--- src/rtl/oa_ctrl_loader.sv ---
// oa_ctrl_loader: stages a 16-bit analog control word and runs the POR/settle/enable power-up sequence
module oa_ctrl_loader #(
  parameter int POR_CYCLES = 16,
  parameter int SETTLE_CYCLES = 8,
  parameter int CNT_W = 8
) (
  input  logic        clk,
  input  logic        rst,
  input  logic        ena,
  input  logic        in_valid,
  output logic        in_ready,
  input  logic [1:0]  in_sel,
  input  logic [7:0]  in_data,
  output logic        oa_ena,
  output logic [1:0]  oa_por,
  output logic [15:0] oa_ctrl,
  output logic [3:0]  status_o
);
  typedef enum logic [1:0] {OFF = 2'b00, POR = 2'b01, SETTLE = 2'b10, ON = 2'b11} state_t;
  state_t state, state_n;
  logic [CNT_W-1:0] cnt, cnt_n;
  logic [15:0] shadow, shadow_n, active, active_n;
  logic acc, cmd, pon, poff, last;
  assign in_ready = ena & ~rst & (state == OFF | state == ON);
  assign acc = in_valid & in_ready;
  assign cmd = acc & (in_sel == 2'b10);
  assign pon = cmd & in_data[0] & ~in_data[1];
  assign poff = cmd & in_data[1];
  assign last = cnt == '0;
  assign status_o = {state, shadow != active, oa_ena};
  always_comb begin
    shadow_n = acc & (in_sel == 2'b00) ? {shadow[15:8], in_data} :
               acc & (in_sel == 2'b01) ? {in_data, shadow[7:0]} : shadow;
    active_n = cmd & in_data[2] ? shadow : active;
  end
  always_comb begin
    state_n = state;
    cnt_n = cnt;
    if (!ena) begin
      state_n = OFF;
    end else if (state == OFF && pon) begin
      state_n = POR;
      cnt_n = CNT_W'(POR_CYCLES - 1);
    end else if (state == POR) begin
      state_n = last ? SETTLE : POR;
      cnt_n = last ? CNT_W'(SETTLE_CYCLES - 1) : cnt - 1'b1;
    end else if (state == SETTLE) begin
      state_n = last ? ON : SETTLE;
      cnt_n = last ? cnt : cnt - 1'b1;
    end else if (state == ON && poff) begin
      state_n = OFF;
    end
  end
  always_ff @(posedge clk) begin
    if (rst) begin
      state <= OFF;
      cnt <= '0;
      shadow <= '0;
      active <= '0;
      oa_ena <= 1'b0;
      oa_por <= 2'b11;
      oa_ctrl <= '0;
    end else begin
      state <= state_n;
      cnt <= cnt_n;
      shadow <= shadow_n;
      active <= active_n;
      oa_ena <= state_n == ON;
      oa_por <= state_n == ON ? 2'b00 : state_n == SETTLE ? 2'b01 : 2'b11;
      oa_ctrl <= state_n == ON ? active_n : '0;
    end
  end
endmodule

--- config.mk ---
export PLATFORM = sky130hd
export DESIGN_NAME = oa_ctrl_loader
export DESIGN_NICKNAME = d
export VERILOG_FILES = /design/src/rtl/oa_ctrl_loader.sv
export SDC_FILE = /design/constraint.sdc
export NUM_CORES = 1
export LEC_CHECK = 0
export ABC_AREA = 1
export CAP_MARGIN = 0
export CORE_MARGIN = 3
export CORE_UTILIZATION = 31
export DETAILED_ROUTE_END_ITERATION = 7
export PLACE_DENSITY = 0.57
export SLEW_MARGIN = 30
export SYNTH_ARGS = -nofsm -noshare
export SYNTH_HDL_FRONTEND = slang
export SYNTH_SLANG_ARGS = --single-unit
--- constraint.sdc ---
create_clock -name clk -period 3.9 [get_ports clk]
set_input_delay 0.78 -clock clk [delete_from_list [all_inputs] [get_ports clk]]
set_output_delay 0.78 -clock clk [all_outputs]
set_load 0.01 [all_outputs]
Fig. 1: logic cells by family
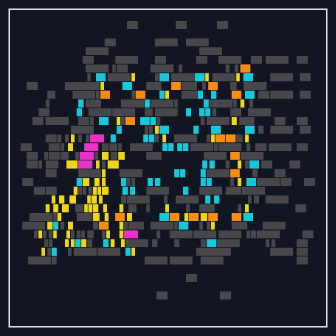
Cyan marks inverting AOI/OAI gates, cells 58. Orange marks XOR/XNOR gates, cells 17. Yellow marks NAND gates, cells 67. Magenta marks adder and majority cells, cells 5, where left middle.

Fig. 2: clock network drawn from the DEF
The bar under the picture is 20 um long.
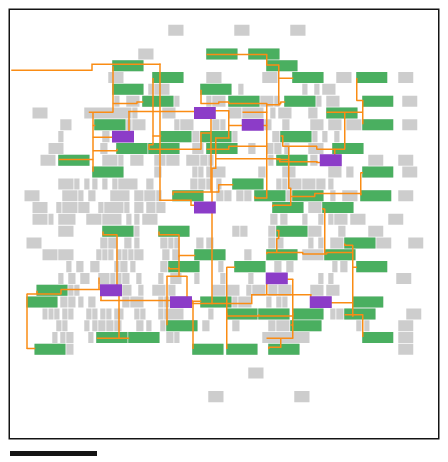
Orange marks clock wires, length 839 um. Purple marks clock drivers, count 9. Green marks flip-flops, count 61.
There are 10 routed clock nets.

==> run_results.csv <==
group,metric,value,unit
grt,grtUsageMet2,0.1732,
final_layout,biggestCellCategory,"flip-flops and latches",
final_layout,inverters,40,
yosys,synth.logic.top_family,"simple AND/OR/NAND/NOR gates",
yosys,edf_count,0,
cts,cts.clk_slew.worst_paths,0.07,ns
final_timing,maxSlewHeadroom,0.6442,
worst_setup_path,cp_top_family,"buffers and inverters",
final_layout,top_regs,"active x16, oa_ctrl x16, shadow x16",
job,warning_count,29,
route,ant_nets,0,
final_layout,layout_top_cell,"dfxtp_1",
worst_setup_path,cp_num_cells,5,
final_layout,clkCellAreaFrac,0.07113,
worst_hold_path,worstHoldStart,"shadow[1]$_SDFFE_PP0P_",
placed_design,dp_hpwl,3868,um
final_layout,comb_share,0.3549,
power_and_ir_drop,pwr-share-clk,0.477,
yosys,top_cells_by_count,"61 x dfxtp_1, 46 x nand2_1, 38 x inv_1, 29 x nor2_1, 21 x a21oi_1",
grt,busiest_layer,"met2",
placed_design,io_buffers,37,
power_and_ir_drop,irDropWorstVdd,0.0002204,V
worst_setup_path,reg2reg_depth,10,
yosys,ys.flops,61,
yosys,synthArstFlopShare,0,
yosys,ys_sh_aoi,0.1335,
placed_design,globalplace.congestion,0.7765,
worst_setup_path,worst_r2r_startpoint,"state[0]$_SDFF_PP0_",
floorplanning,initCoreUtil,0.3212,
route,met2WireLength,2286,um
route,wl_met3,323,um
floorplanning,dieWidth,98.50,um
floorplanning,ioPinCount,38,
power_and_ir_drop,cellPowerDensity,412.7,mW/mm^2
floorplanning,design.core.area,0.008258,sq mm
floorplanning,die_y,98.50,um
final_layout,most-common-layout-cells,"61 x dfxtp_1, 46 x nand2_1, 38 x inv_1",
worst_setup_path,criticalPathCategory,"input pin to primary output",
final_layout,num-fill-cells,875,
yosys,ys_cells,317,
yosys,yosysUniqueCellTypes,29,
power_and_ir_drop,power.leakage,1.266,nW
outcome,status,"completed",
placed_design,dp_cells,448,
worst_setup_path,cpMaxStageDelayCell,"clkdlybuf4s50_1",
power_and_ir_drop,p_clk,0.648,mW
yosys,topCellsByArea,"dfxtp_1 46%, nand2_1 6.5%, inv_1 5.4%",
grt,grt-ovfl-total,0,
worst_setup_path,critPathLaunch,"rst",
final_layout,drive_above_1_share,0.1476,
grt,grt_max_degree,33,
route,drc,0,
power_and_ir_drop,switchingPower,0.2993,mW
final_layout,design_area,0.003289,sq mm
power_and_ir_drop,power.group.top,"the clock network",
route,via_count,2087,
route,drtIter0Drc,98,
final_timing,fmax,328.7,MHz
final_layout,synthToLayoutAreaGrowth,24.01,%
cts,ctsHoldBuffers,0,
cts,cts_max_level,3,
floorplanning,nWellTaps,105,
cts,cts-root-buf,"clkbuf_8",
worst_hold_path,hold_class,"flop to flop",
yosys,xor_share,0.05613,
route,viasPerCell,4.498,
final_layout,buffers,39,
worst_setup_path,critPathCapture,"in_ready",
yosys,ys.flop_type,"dfxtp_1",
final_timing,hold_ws,0.4856,ns
final_timing,hold_violations,0,
worst_hold_path,whs_endpoint,"shadow[1]$_SDFFE_PP0P_",
route,dr.pass1.iters,4,
route,drt_wl_total,5504,um
final_timing,setup_viol,0,
yosys,fa_ha_area_frac,0.02358,
route,post_drt_wl_per_cell,11.86,um
floorplanning,chip_area,0.009702,sq mm
final_layout,seq_area,0.001221,sq mm
Fig. 3: clock nets
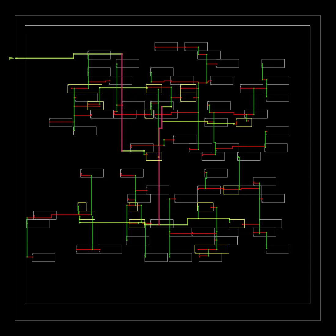
CTS sink cnt: 61
flip-flops: 61
Late-Pin Clk Latency: 0.34 ns
cts bufs inserted: 9
clkbuf count: 11

Power figures rest on the tool's default switching activity, not on a simulated workload.
